### Placement view, run 1

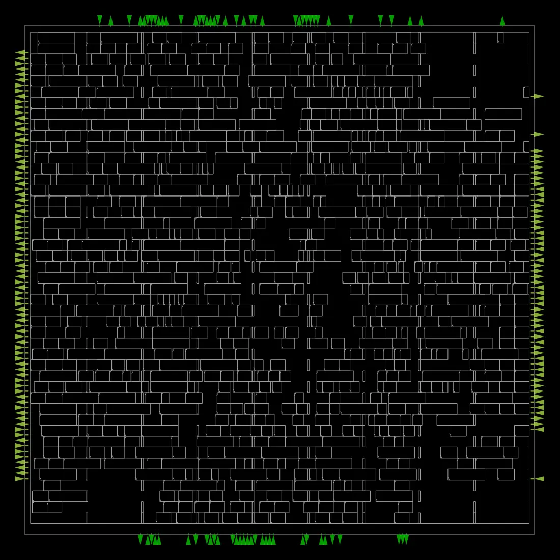
### Local utilization, run 1

The die is cut into 13 by 13 equal tiles; black is low, pale yellow is high, 0 to 100% covered.
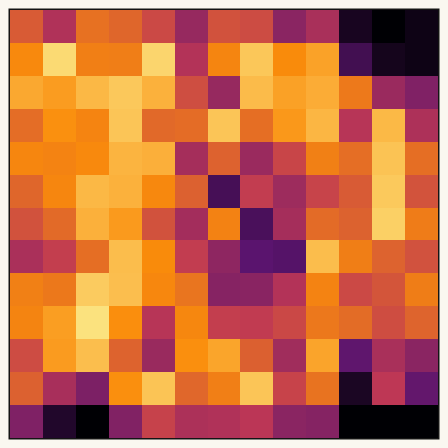
### Wires at chosen ports, followed through buffers, run 1

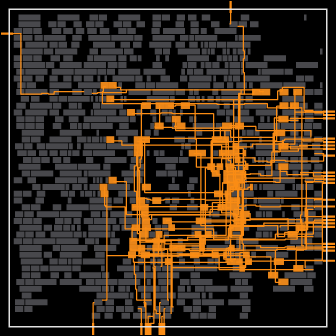
**config.mk**
```make
export PLATFORM = sky130hd
export DESIGN_NAME = load_store_unit
export DESIGN_NICKNAME = d
export VERILOG_FILES = /design/src/rtl/lsu_pkg.sv /design/src/rtl/lsu_align.sv /design/src/rtl/load_store_unit.sv
export SDC_FILE = /design/constraint.sdc
export NUM_CORES = 1
export LEC_CHECK = 0
export CORE_UTILIZATION = 45
export DETAILED_ROUTE_END_ITERATION = 8
export PLACE_DENSITY_LB_ADDON = 0.3
export SLEW_MARGIN = 20
export SYNTH_ARGS = -nofsm -noshare
export SYNTH_HDL_FRONTEND = slang
export SYNTH_SLANG_ARGS = --single-unit
```
**constraint.sdc**
```tcl
create_clock -name clk -period 7.3 [get_ports clk]
set_clock_uncertainty 0.2 [all_clocks]
set_input_delay 0.73 -clock clk [delete_from_list [all_inputs] [get_ports clk]]
set_output_delay 0.73 -clock clk [all_outputs]
set_load 0.02 [all_outputs]
```
**src/rtl/lsu_pkg.sv**
```systemverilog
// Shared encodings for the load/store unit: access sizes, FSM states, size normalisation.
package lsu_pkg;

    localparam logic [1:0] SZ_BYTE = 2'b00;
    localparam logic [1:0] SZ_HALF = 2'b01;
    localparam logic [1:0] SZ_WORD = 2'b10;
    localparam logic [1:0] SZ_RSVD = 2'b11;

    typedef enum logic [1:0] {
        IDLE = 2'b00,
        RD   = 2'b01,
        WR   = 2'b10,
        RESP = 2'b11
    } lsu_state_t;

    // The reserved encoding behaves as a word access wherever it is not rejected.
    function automatic logic [1:0] eff_size(input logic [1:0] sz);
        return (sz == SZ_RSVD) ? SZ_WORD : sz;
    endfunction

endpackage

```
**src/rtl/lsu_align.sv**
```systemverilog
// Lane steering for the LSU: little-endian load extract with sign/zero extend, and sub-word store merge.
// Latency: purely combinational.
// Backpressure: none; outputs follow inputs.
module lsu_align
    import lsu_pkg::*;
(
    input  logic [31:0] old_word,
    input  logic [31:0] new_data,
    input  logic [1:0]  addr_lo,
    input  logic [1:0]  size,
    input  logic        sign_ext,
    output logic [31:0] load_data,
    output logic [31:0] store_word
);

    logic [7:0]  byte_lane;
    logic [15:0] half_lane;

    always_comb begin
        byte_lane  = old_word[{addr_lo, 3'b000} +: 8];
        half_lane  = addr_lo[1] ? old_word[31:16] : old_word[15:0];
        load_data  = old_word;
        store_word = new_data;
        case (size)
            SZ_BYTE: begin
                load_data  = {{24{sign_ext & byte_lane[7]}}, byte_lane};
                store_word = old_word;
                store_word[{addr_lo, 3'b000} +: 8] = new_data[7:0];
            end
            SZ_HALF: begin
                load_data  = {{16{sign_ext & half_lane[15]}}, half_lane};
                store_word = addr_lo[1] ? {new_data[15:0], old_word[15:0]}
                                        : {old_word[31:16], new_data[15:0]};
            end
            default: begin
                load_data  = old_word;
                store_word = new_data;
            end
        endcase
    end

endmodule

```
**src/rtl/load_store_unit.sv**
```systemverilog
// Memory-stage LSU driving a word-only data memory; sub-word stores via read-modify-write. Option: LSU_MISALIGN_CHECK_EN.
// Latency accept->resp_valid: load 2, word store 2, sub-word store 3, rejected 1 cycle.
// Backpressure: req_ready is high only in IDLE; one request in flight, no overlap.
module load_store_unit
    import lsu_pkg::*;
#(
    parameter int ADDR_W    = 32,
    parameter int MEM_WORDS = 32
) (
    input  logic              clk,
    input  logic              rst_n,
    input  logic              req_valid,
    output logic              req_ready,
    input  logic              req_we,
    input  logic [1:0]        req_size,
    input  logic              req_signed,
    input  logic [ADDR_W-1:0] req_addr,
    input  logic [31:0]       req_wdata,
    output logic              resp_valid,
    output logic [31:0]       resp_rdata,
    output logic              resp_err,
    output logic [ADDR_W-1:0] mem_addr,
    output logic [31:0]       mem_wdata,
    output logic              mem_read,
    output logic              mem_write,
    input  logic [31:0]       mem_rdata
);

    lsu_state_t        state;
    logic              we_q;
    logic              sgn_q;
    logic [1:0]        size_q;
    logic [1:0]        addr_lo_q;
    logic [31:0]       wdata_q;
    logic [31:0]       word_q;

    logic [1:0]        size_n;
    logic [ADDR_W-1:0] addr_n;
    logic              req_err;
    logic [31:0]       load_data;
    logic [31:0]       store_word;

    assign size_n    = eff_size(req_size);
    assign mem_wdata = word_q;

`ifdef LSU_MISALIGN_CHECK_EN
    always_comb begin
        addr_n  = req_addr;
        req_err = (req_size == SZ_RSVD)
               || ((req_size == SZ_HALF) && req_addr[0])
               || ((req_size == SZ_WORD) && (req_addr[1:0] != 2'b00))
               || ({2'b00, req_addr[ADDR_W-1:2]} >= ADDR_W'(MEM_WORDS));
    end
`else
    // Without checking, low address bits are dropped to the access's natural alignment.
    always_comb begin
        addr_n  = req_addr;
        req_err = 1'b0;
        if (size_n == SZ_HALF)
            addr_n[0] = 1'b0;
        else if (size_n == SZ_WORD)
            addr_n[1:0] = 2'b00;
    end
`endif

    lsu_align u_align (
        .old_word   (mem_rdata),
        .new_data   (wdata_q),
        .addr_lo    (addr_lo_q),
        .size       (size_q),
        .sign_ext   (sgn_q),
        .load_data  (load_data),
        .store_word (store_word)
    );

    always_ff @(posedge clk or negedge rst_n) begin
        if (!rst_n) begin
            state      <= IDLE;
            req_ready  <= 1'b1;
            resp_valid <= 1'b0;
            resp_rdata <= 32'h0;
            resp_err   <= 1'b0;
            mem_read   <= 1'b0;
            mem_write  <= 1'b0;
            mem_addr   <= '0;
            word_q     <= 32'h0;
            we_q       <= 1'b0;
            sgn_q      <= 1'b0;
            size_q     <= SZ_BYTE;
            addr_lo_q  <= 2'b00;
            wdata_q    <= 32'h0;
        end else begin
            case (state)
                IDLE: begin
                    if (req_valid) begin
                        req_ready <= 1'b0;
                        we_q      <= req_we;
                        sgn_q     <= req_signed;
                        size_q    <= size_n;
                        addr_lo_q <= addr_n[1:0];
                        wdata_q   <= req_wdata;
                        if (req_err) begin
                            state      <= RESP;
                            resp_valid <= 1'b1;
                            resp_err   <= 1'b1;
                            resp_rdata <= 32'h0;
                        end else if (req_we && (size_n == SZ_WORD)) begin
                            state     <= WR;
                            mem_write <= 1'b1;
                            mem_addr  <= {addr_n[ADDR_W-1:2], 2'b00};
                            word_q    <= req_wdata;
                        end else begin
                            state    <= RD;
                            mem_read <= 1'b1;
                            mem_addr <= {addr_n[ADDR_W-1:2], 2'b00};
                        end
                    end
                end
                RD: begin
                    mem_read <= 1'b0;
                    if (we_q) begin
                        // Merge the new lanes into the word just read; written back in WR.
                        state     <= WR;
                        mem_write <= 1'b1;
                        word_q    <= store_word;
                    end else begin
                        state      <= RESP;
                        resp_valid <= 1'b1;
                        resp_rdata <= load_data;
                    end
                end
                WR: begin
                    mem_write  <= 1'b0;
                    state      <= RESP;
                    resp_valid <= 1'b1;
                    resp_rdata <= 32'h0;
                end
                RESP: begin
                    resp_valid <= 1'b0;
                    resp_err   <= 1'b0;
                    resp_rdata <= 32'h0;
                    req_ready  <= 1'b1;
                    state      <= IDLE;
                end
                default: begin
                    state     <= IDLE;
                    req_ready <= 1'b1;
                end
            endcase
        end
    end

endmodule
```
==> notes.md, run 1 <==
fresh numbers from the pnr run: grt total ovfl 0, top cells by count, synth dfrtp_1, mux2_2, o21ai_0, area leader, netlist dfrtp_1, clock network area share 6.34%, number of logic gates 408, top layer in use met4, reg-to-reg critical path startpoint addr_lo_q[1], top_reg_cell synth dfrtp_1, combinational share of cell area about 34%, fmax roughly 290 MHz, routed length on met2 9820 µm, startpoint types register, GRT Util Overall 27.2%, max-slew violation count 0, Comb gate area 3280 µm², CP max stage delay slightly below 0.6 ns, sequential-to-total area share from yosys stat 49.3%, met3 Resource Use GR under 10%, share of Yosys cell area claimed by the top area cell type about half, n_taps ~190, Cell Rows 45, nets@finish 897, WL met1 9190 µm, met1 Use GR 35.5%, HPWL Detailed 15000 µm, antenna viol nets, final 0, Filler cells approximately 1200, inverter count 12, Post-Syn Area per Cell approximately 11 µm², Data buffer area share 21.3%, CTS Root Buffer Type clkbuf_16, Worst slew margin 25.7%, Commonest Layout Cell clkdlybuf4s50_1, initial antenna violation count 0, clock buffer count 17, R2R depth 7, drt drc 0, chip height 127 µm, Total Power between 0.004 and 0.005 W, clock network power 0.000897 W, status finished, final reports clean, met2 Resource Use GR around 43%, Buffers excl. clock 208, postcts setup bufs 0, combinational gate power around 0.0024 W, Clock Latency Late Sink roughly 0.43 ns, Diodes inserted 0, Critical Path Stages 7, worst endpoint data arrival time 3.62 ns, Clock H-tree levels 4, critical path buffer and inverter count 2, met3 WL ~2000 µm, vias roughly 6000, Sequential cell area 3450 µm², endpoint class of the critical path register
## Picture notes: 'Placement view'
Core ar.: 15200 µm²
Layout Cells excl Fill: 986
fraction of area in registers: 35.7%

## Picture notes: 'Local utilization'
fullest tile	94%
nearly empty tiles	3.0%
mean over tiles	59%
tiles over 75% full	25%
FP Util: 46.1%
Final Util: 63.7%

## Picture notes: 'Wires at chosen ports, followed through buffers'
port	color	bits	direction	edge	end cells	buffers	wire
mem_rdata	orange	32	input	22 right, 8 bottom, 1 left, 1 top	107	32	3740 µm
IO Count: 204
tally of buffers added on design ports: 200

-- run 1: logic make-up (layout without fill, tap and decap cells) --
kind of cell               after synthesis  after routing  synth area share (%)
other                                    1              3                0.0535
adders and majority gates                9              9                  1.61
DFF                                    138            138                  49.3
buffers and inverters                   67            252                  4.21
and+or+nand+nor                         99             99                  7.71
muxes                                   84             84                  13.9
AOI/OAI and AO/OA                      213            213                  23.2
-- run 1: stage by stage --
step                area [µm²]  hold slack, ns  cells  utilization, %  setup WS (ns)
floorplan                 7010           0.234    613               -           4.76
global placement          9070           0.268    954            59.7           4.06
detailed placement        9070           0.273    954            59.7           3.88
CTS                       9690          0.0882    986            63.7           3.86
global route              9690           0.118    986            63.7           3.64
finish                    9690          0.0738    986            63.7           3.83
### Logic cells by family, run 1

The bar under the picture is 50 µm long.
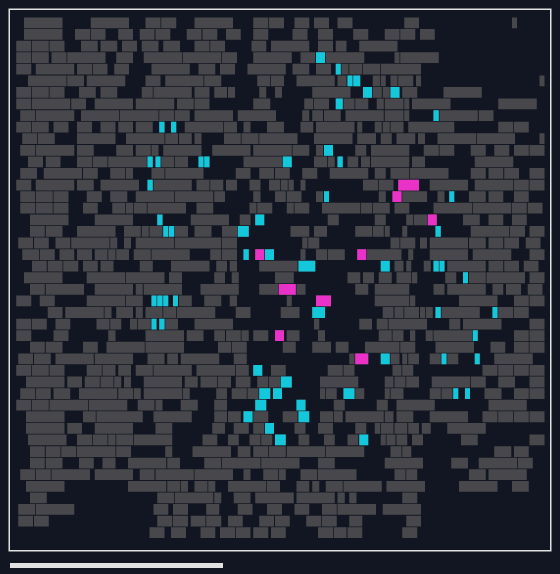

==> run 2: changes to the inputs <==
Settings changed: CORE_UTILIZATION 45 to 43.
Clock period 7.3 ns to 2.82 ns, I/O delays scaled along.
### Logic cells by family, run 2

The bar under the picture is 50 µm long.
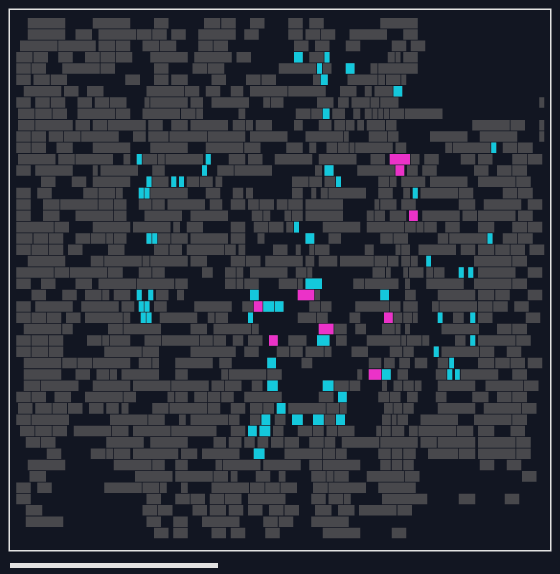
family	color	cells
NAND gates	cyan	60
AND and OR gates	magenta	9
combinational share of cell area: 33.2%
Layout Cells excl Fill: 1028
Commonest Layout Cell: clkdlybuf4s50_1

==> run 2 against run 1 <==
Effect of this change: clock power rose to 2.7 times the previous value; sequential power rose to 2.6 times the previous value; sequential share of layout area fell by 0.66 points; largest power group unchanged.
==> notes.md, run 2 <==
fresh numbers from the pnr run: Post-Synth AOI/OAI Area 23.2% (unchanged), inverter count 12 (unchanged), IO Count 204 (unchanged), Gate Count Post-Synth 611 (unchanged), grt total ovfl 0 (unchanged), status finished, final reports clean (unchanged), Buffers excl. clock 222 (was 208), FP Util 44.1% (was 46.1%), setup ws final 0.311 ns (was 3.83 ns), WL met1 9450 µm (was 9190 µm), worst endpoint data arrival time 2.65 ns (was 3.62 ns), GRT Util Overall 27.4% (was 27.2%), initial antenna violation count 0 (unchanged), WL per Instance 21.8 µm (was 21.7 µm), combinational power share 51.0% (about the same), EDFF count, synth 0 (unchanged), met3 WL 2030 µm (was 1980 µm), Comb gate area 3280 µm² (about the same), Core ar. 15900 µm² (was 15200 µm²), Filler cells 1278 (was 1197), Top class by area flip-flops and latches (unchanged), R2R depth 7 (unchanged), area leader, netlist dfrtp_1 (unchanged), ys flops 138 (unchanged), critical path buffer and inverter count 2 (unchanged), top layer in use met4 (unchanged), postcts setup bufs 0 (unchanged), clock network area share 6.38% (was 6.34%), antenna viol nets, final 0 (unchanged), sequential-to-total area share from yosys stat 49.3% (unchanged), Post-synth mux share 13.9% (unchanged), top cells by count, synth dfrtp_1, mux2_2, o21ai_0 (unchanged), vias 6119 (was 6005), Clock Latency Late Sink 0.43 ns (about the same), synthesized-area fraction occupied by adder cells 1.61% (unchanged), max-slew violation count 0 (unchanged), Synth Cell Area 7010 µm² (unchanged), clock buffer count 21 (was 17), CTS Root Buffer Type clkbuf_16 (unchanged), routed length on met2 10600 µm (was 9820 µm), ys async rst share 100% (unchanged), Clock H-tree levels 4 (unchanged), Critical Path Stages 7 (unchanged), drt drc 0 (unchanged), startpoint types register (unchanged), Diodes inserted 0 (unchanged), TritonRoute pass-1 iters 5 (unchanged), number of logic gates 408 (unchanged), CP max stage delay 0.44 ns (was 0.59 ns), n_taps 216 (was 188), chip height 130 µm (was 127 µm), tally of buffers added on design ports 200 (unchanged), full die area 16800 µm² (was 16100 µm²), XOR Share, Synth 0% (unchanged), Worst slew margin 29.9% (was 25.7%), Sequential cell area 3450 µm² (unchanged), HPWL Detailed 16000 µm (was 15000 µm), share of Yosys cell area claimed by the top area cell type 48.9% (unchanged), fraction of area in registers 35.0% (was 35.7%), Post-Syn Area per Cell 11.5 µm² (unchanged), combinational gate power 0.00640 W (was 0.00242 W), Data buffer area share 22.2% (was 21.3%), Tmin final 2.51 ns (was 3.47 ns), clock network power 0.00239 W (was 0.000897 W), nets@finish 911 (was 897), top_reg_cell synth dfrtp_1 (unchanged), dpl ws 0.319 ns (was 3.88 ns), RSZ-0062 raised after global routing no (unchanged), reg-to-reg critical path startpoint addr_lo_q[1] (unchanged), Main logic family AND-OR/OR-AND gates (unchanged), endpoint class of the critical path register (unchanged)
### Placement view, run 2

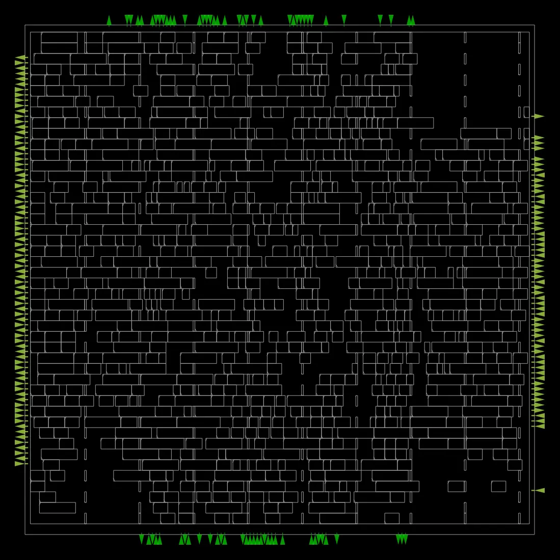
Cell Rows: 46
Final Util: 62.1%

==> run 2: per-stage QoR <==
stage                     utilization (%)  total power, W  instance area (µm²)  cells  hold slack (ns)
after global routing                 62.1          0.0132                 9870   1028            0.249
after global placement               58.1         0.00992                 9230    995           0.0717
after CTS                            62.1          0.0126                 9870   1028            0.217
after floorplan                         -         0.00756                 7010    613           -0.214
final                                62.1          0.0126                 9870   1028            0.186
after detailed placement             58.1          0.0101                 9230    995           0.0773
==> run 2: layer usage <==
metal  track usage (%)  up-vias
met1              36.5     3068
met5                 0        -
met4              8.76        0
li1                  -     2713
met2              43.9      311
met3              7.10       27
### Local utilization, run 2

The die is cut into 13 by 13 equal tiles; black is low, pale yellow is high, 0 to 100% covered.
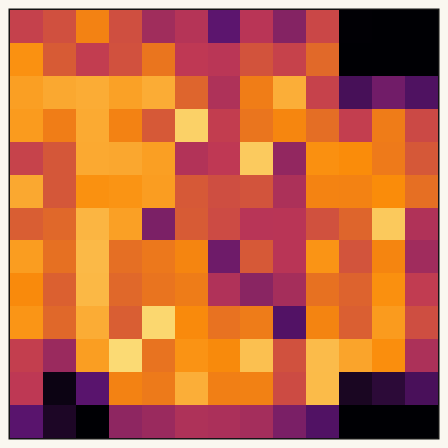

==> run 3: changes to the inputs <==
Settings changed: RECOVER_POWER from default to 50.
### Local utilization, run 3

The die is cut into 13 by 13 equal tiles; black is low, pale yellow is high, 0 to 100% covered.
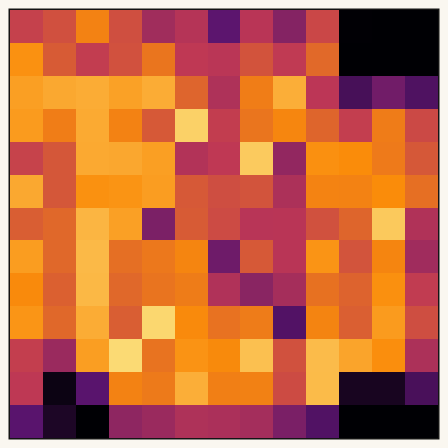
mean over tiles	57%
fullest tile	92%
nearly empty tiles	5.9%

==> run 3 against run 2 <==
Effect of this change: die size unchanged; final area decreased by 0.18%; routed wire length is essentially flat; critical path depth stayed put; sequential power hardly changed; fmax about the same; clock-buffer cell count is the same; via count down 0.16%; sequential cell count stayed put; critical endpoint unchanged; largest cell class unchanged; largest power group unchanged.
==> notes.md, run 3 <==
fresh numbers from the pnr run: status finished, final reports clean (unchanged), routed length on met2 10600 µm (about the same), met1 Use GR 36.5% (unchanged), Power Density 1260 nW/µm² (was 1270 nW/µm²), Post-synth mux share 13.9% (unchanged), Final Instance Area 9850 µm² (was 9870 µm²), Synth Cell Area 7010 µm² (unchanged), Leak 4.05 nW (was 4.00 nW), cell with the most instances after synthesis dfrtp_1 (unchanged), chip height 130 µm (unchanged), initial antenna violation count 0 (unchanged), ys async rst share 100% (unchanged), nets@finish 911 (unchanged), fmax 399 MHz (was 398 MHz), RSZ-0062 raised after global routing no (unchanged), endpoint class of the critical path register (unchanged), top_reg_cell synth dfrtp_1 (unchanged), vias 6109 (was 6119), Clock H-tree levels 4 (unchanged), ys flops 138 (unchanged), antenna viol nets, final 0 (unchanged), Placer Congestion 0.919 (unchanged), Final Util 62.0% (was 62.1%), drt drc 0 (unchanged), Cell Rows 46 (unchanged), sequential-to-total area share from yosys stat 49.3% (unchanged), Unique cell types 55 (unchanged), combinational power share 50.6% (was 51.0%), tally of buffers added on design ports 200 (unchanged), Commonest Layout Cell clkdlybuf4s50_1 (unchanged), Gate Count Post-Synth 611 (unchanged), Tmin final 2.51 ns (about the same), Total Power 0.0124 W (was 0.0126 W), area leader, netlist dfrtp_1 (unchanged), Main logic family AND-OR/OR-AND gates (unchanged), startpoint types register (unchanged), setup ws final 0.311 ns (about the same), share of Yosys cell area claimed by the top area cell type 48.9% (unchanged), Worst slew margin 3.47% (was 29.9%), FP Util 44.1% (unchanged), TritonRoute pass-1 iters 5 (unchanged), EDFF count, synth 0 (unchanged), Filler cells 1280 (was 1278), GRT Util Overall 27.4% (unchanged), synthesized-area fraction occupied by adder cells 1.61% (unchanged), XOR Share, Synth 0% (unchanged), grt total ovfl 0 (unchanged), busiest grt layer met2 (unchanged), Post-Syn Area per Cell 11.5 µm² (unchanged), CTS Root Buffer Type clkbuf_16 (unchanged), Post-Synth AOI/OAI Area 23.2% (unchanged), WL met1 9520 µm (was 9450 µm), met2 Resource Use GR 43.9% (unchanged), Diodes inserted 0 (unchanged), WL per Instance 21.7 µm (was 21.8 µm), CP delay by family, top buffers and inverters (unchanged), max-slew violation count 0 (unchanged), chip width 130 µm (unchanged), top layer in use met4 (unchanged), placed cells 995 (unchanged), critical path buffer and inverter count 2 (unchanged), Clk pwr share 19.3% (was 19.1%), IO Count 204 (unchanged), Basic Gates by Area 7.71% (unchanged), ys cells 611 (unchanged), met3 Resource Use GR 7.10% (unchanged), Max FO, Critical Path 47 (unchanged), full die area 16800 µm² (unchanged), Worst Hold Class input port to register (was input port to asynchronous set/reset pin), Layout Cells excl Fill 1028 (unchanged), Fin. Hold Viols 0 (unchanged), worst endpoint data arrival time 2.64 ns (was 2.65 ns), combinational gate power 0.00629 W (was 0.00640 W), met3 WL 1900 µm (was 2030 µm), postcts setup bufs 0 (unchanged), Starting DRT DRC Count 471 (was 441), Core ar. 15900 µm² (unchanged), Clock Latency Late Sink 0.43 ns (about the same), Final Hold Slack 0.265 ns (was 0.186 ns), HPWL Detailed 16000 µm (unchanged), clock network power 0.00239 W (about the same), top cells by count, synth dfrtp_1, mux2_2, o21ai_0 (unchanged), Cell area leaders dfrtp_1, mux2_2, o2bb2ai_1, o21ai_0, a221o_1 (unchanged), CP max stage delay 0.45 ns (was 0.44 ns), Area after DPL 9230 µm² (unchanged), dpl ws 0.319 ns (unchanged)
### Met3 routing, run 3

The bar under the picture is 50 µm long.
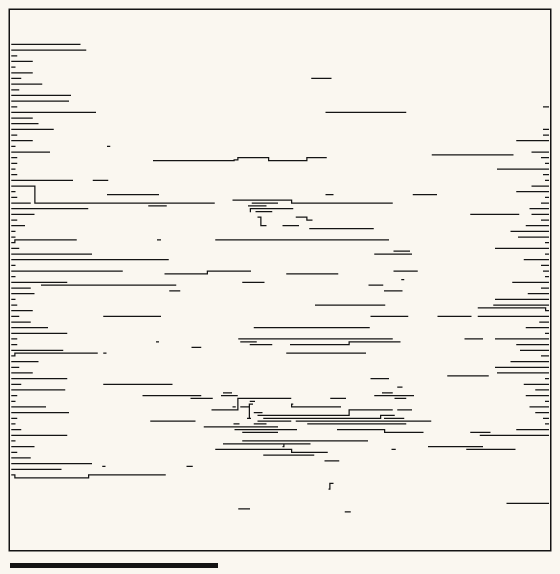
main direction	horizontal
longest straight run	43.0 µm
wire length on this layer	1900 µm

-- run 3: final timing paths --
check	startpoint	endpoint	cells after the start
setup reg to reg	addr_lo_q[1]	mem_wdata[16]	7
max in group asynchronous	rst_n	wdata_q[2]	3
hold reg to reg	resp_rdata[1]	resp_rdata[1]	1
setup / recovery	addr_lo_q[1]	mem_wdata[16]	7
min in group asynchronous	rst_n	resp_rdata[6]	2
hold / removal	req_addr[25]	mem_addr[25]	2
-- run 3: cell type report --
cell class / count / area [µm²] / area share, %
repair buffers: 222 / 2180 / 22.1
clock inverters: 11 / 169 / 1.71
well taps: 216 / 270 / 2.74
clock buffers: 21 / 460 / 4.67
multi-input cells: 408 / 3270 / 33.2
flip-flops and latches: 138 / 3450 / 35.1
inverters: 12 / 45.0 / 0.457
No activity file was given, so power comes from the tool's default toggle rates.
